### config.mk
export PLATFORM = sky130hd
export DESIGN_NAME = adder_rr_scheduler
export DESIGN_NICKNAME = d
export VERILOG_FILES = /design/src/rtl/adder_rr_scheduler.sv
export SDC_FILE = /design/constraint.sdc
export NUM_CORES = 1
export LEC_CHECK = 0
export ABC_AREA = 0
export CAP_MARGIN = 20
export CORE_MARGIN = 1.5
export CORE_UTILIZATION = 25
export DETAILED_ROUTE_END_ITERATION = 6
export PLACE_DENSITY = 0.64
export SYNTH_ARGS = -nofsm -noshare
export SYNTH_HDL_FRONTEND = slang
export SYNTH_SLANG_ARGS = --single-unit
### constraint.sdc
create_clock -name clk -period 1.8 [get_ports clk]
set_input_delay 0.36 -clock clk [delete_from_list [all_inputs] [get_ports clk]]
set_output_delay 0.36 -clock clk [all_outputs]
set_load 0.02 [all_outputs]
### src/rtl/adder_rr_scheduler.sv
`default_nettype none
// ============================================================================
// adder_rr_scheduler : round-robin sharing of one WIDTH-bit adder among N_REQ
//                      valid/ready requesters, with an id-tagged result channel.
// Revision: 1.0
// ============================================================================
module adder_rr_scheduler #(
    parameter int WIDTH = 4,
    parameter int N_REQ = 4,
    parameter int ID_W  = 2
) (
    input  logic                   clk,
    input  logic                   rst_n,
    input  logic [N_REQ-1:0]       req_valid,
    output logic [N_REQ-1:0]       req_ready,
    input  logic [N_REQ*WIDTH-1:0] req_a,
    input  logic [N_REQ*WIDTH-1:0] req_b,
    output logic                   res_valid,
    input  logic                   res_ready,
    output logic [WIDTH:0]         res_sum,
    output logic [ID_W-1:0]        res_id,
    output logic                   busy
);

    typedef enum logic [1:0] {
        S_IDLE = 2'd0,
        S_CALC = 2'd1,
        S_HOLD = 2'd2
    } state_t;

    state_t           state_q, state_d;
    logic [ID_W-1:0]  rr_ptr_q, rr_ptr_d;
    logic [WIDTH-1:0] a_q, a_d;
    logic [WIDTH-1:0] b_q, b_d;
    logic [ID_W-1:0]  id_q, id_d;
    logic             res_valid_q, res_valid_d;
    logic [WIDTH:0]   sum_q, sum_d;
    logic [ID_W-1:0]  res_id_q, res_id_d;

    logic [ID_W-1:0]  grant_idx;
    logic             grant_found;
    logic [N_REQ-1:0] grant_oh;

    // Lowest valid index at or above rr_ptr wins; otherwise wrap to the lowest valid overall.
    always_comb begin
        grant_idx   = '0;
        grant_found = 1'b0;
        for (int i = N_REQ - 1; i >= 0; i--) begin
            if (req_valid[i]) begin
                grant_idx   = ID_W'(i);
                grant_found = 1'b1;
            end
        end
        for (int i = N_REQ - 1; i >= 0; i--) begin
            if (req_valid[i] && (ID_W'(i) >= rr_ptr_q)) begin
                grant_idx = ID_W'(i);
            end
        end
        grant_oh = grant_found ? (N_REQ'(1) << grant_idx) : '0;
    end

    always_ff @(posedge clk or negedge rst_n) begin
        if (!rst_n) begin
            state_q     <= S_IDLE;
            rr_ptr_q    <= '0;
            a_q         <= '0;
            b_q         <= '0;
            id_q        <= '0;
            res_valid_q <= 1'b0;
            sum_q       <= '0;
            res_id_q    <= '0;
        end else begin
            state_q     <= state_d;
            rr_ptr_q    <= rr_ptr_d;
            a_q         <= a_d;
            b_q         <= b_d;
            id_q        <= id_d;
            res_valid_q <= res_valid_d;
            sum_q       <= sum_d;
            res_id_q    <= res_id_d;
        end
    end

    always_comb begin
        state_d     = state_q;
        rr_ptr_d    = rr_ptr_q;
        a_d         = a_q;
        b_d         = b_q;
        id_d        = id_q;
        res_valid_d = res_valid_q;
        sum_d       = sum_q;
        res_id_d    = res_id_q;
        req_ready   = '0;
        case (state_q)
            S_IDLE: begin
                // Gated by rst_n so no accept strobe is seen while reset is asserted.
                req_ready = rst_n ? grant_oh : '0;
                if (grant_found) begin
                    a_d     = req_a[int'(grant_idx)*WIDTH +: WIDTH];
                    b_d     = req_b[int'(grant_idx)*WIDTH +: WIDTH];
                    id_d    = grant_idx;
                    state_d = S_CALC;
                end
            end
            S_CALC: begin
                sum_d       = {1'b0, a_q} + {1'b0, b_q};
                res_id_d    = id_q;
                res_valid_d = 1'b1;
                state_d     = S_HOLD;
            end
            S_HOLD: begin
                if (res_ready) begin
                    res_valid_d = 1'b0;
                    rr_ptr_d    = (id_q == ID_W'(N_REQ - 1)) ? '0 : id_q + ID_W'(1);
                    state_d     = S_IDLE;
                end
            end
            default: state_d = S_IDLE;
        endcase
    end

    assign res_valid = res_valid_q;
    assign res_sum   = sum_q;
    assign res_id    = res_id_q;
    assign busy      = (state_q != S_IDLE);

endmodule
`default_nettype wire

==> impl_metrics.tcl <==
# yosys + openroad results
set metrics [dict create \
    synth_chip_area_um2 1440 \
    timing.final.crit_share_pct 106 \
    finalCriticalPeriod_ns 1.91 \
    log.warning_count 29 \
    initCoreUtil_pct 26.0 \
    numPlacedInstances 269 \
    max_cap_violations 0 \
    buf_share_pct 28.1 \
    yosys_warnings 0 \
    common_cells "22 x dfrtp_1, 13 x nor2_1, 9 x mux2i_1" \
    clock_sinks 22 \
    final-hold-violation-count 0 \
    static-leakage-power_nw 0.954 \
    peakVddDrop_uv 511 \
    crit_path_start_kind "flop" \
    slew-limit-headroom_pct 72.9 \
    finalWorstSetupSlack_ns -0.106 \
    num-nonclk-inverters 8 \
    final_core_utilization_pct 42.4 \
    drv_slew 0 \
    ys_async_sr_fraction_pct 100 \
    setup_viol 4 \
    setup.worst_path.class "reg2out" \
    layout_top_cell "clkdlybuf4s50_1" \
    violated_checks "negative setup slack" \
    comb_area_share_pct 41.6 \
    outcome "finished, violations left" \
    holdCritPathClass "reg2reg" \
]
-- report_power, final --
| group | internal (mW) | switching (mW) | total [mW] | leakage (nW) |
|---|---|---|---|---|
| combinational | 1.16 | 1.20 | 2.36 | 0.674 |
| clock | 0.149 | 0.145 | 0.294 | 0.0216 |
| sequential | 0.749 | 0.172 | 0.921 | 0.259 |
-- through the flow --
step | setup WS [ns] | cell area [µm²]
3_5_place_dp | -0.787 | 2170
2_1_floorplan | -0.0227 | 1490
6_report | -0.106 | 2350
4_1_cts | -0.119 | 2340
5_1_grt | -0.184 | 2350
3_3_place_gp | -0.778 | 2170
-- logic make-up after synthesis --
logic type                 count (synthesis)  share of synthesized area, %
AOI/OAI and AO/OA                         42                          27.4
xor gates and xnor gates                   2                          1.22
adders and majority gates                  6                          5.73
buffers and inverters                     15                          5.73
DFF                                       22                          38.2
muxes                                     13                          9.38
and+or+nand+nor                           36                          12.3
-- flip-flops by register name, indices dropped and copies added (netlist names) --
signal,cells
a_q,4
res_sum,5
b_q,4
id_q,2
res_id,2
res_valid,1
state_q,2
rr_ptr_q,2
-- worst max-delay path, stage by stage (launching register included) --
cell and delay (ns):
dfrtp_2 0.44, buf_4 0.14, a32oi_2 0.18, and2_4 0.19, nand3_4 0.10, nor2b_4 0.12, buf_6 0.12
-- metal layers --
metal,up-vias,wire (µm)
li1,627,-
met2,30,1730
met5,-,0
met3,2,176
met1,557,1710
met4,0,36
-- final timing paths --
check / startpoint / to
max in group asynchronous: rst_n / rr_ptr_q[1]
min in group asynchronous: rst_n / res_sum[0]
min reg2reg: res_sum[1] / res_sum[1]
max: rr_ptr_q[1] / req_ready[1]
max reg2reg: rr_ptr_q[1] / b_q[3]
min: res_sum[1] / res_sum[1]
Clock routing:
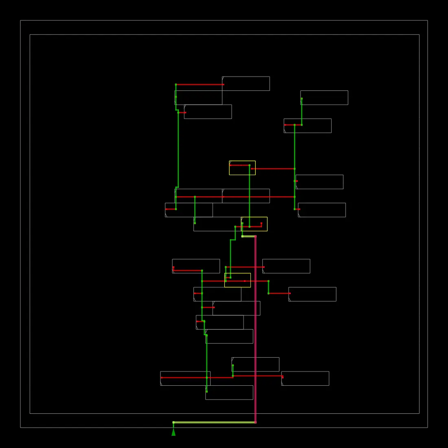
clock network latency to the later pin of the worst-skew pair: 0.25 ns
final clock skew: 0.00238 ns
Seq Cell Count: 22
clock distribution power: 0.294 mW
clk_buf instances: 3

Signal wires on met1:
Supply wires on this layer in grey.
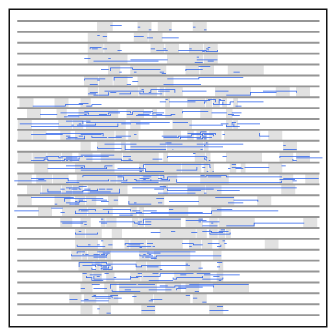
share of all routed wire: 47%
nets with wire on the layer: 215
Global Route met1 Usage: 16.7%
Via Count: 1216
routed wire length: 3650 µm

Power is estimated from default activity; no workload was simulated.
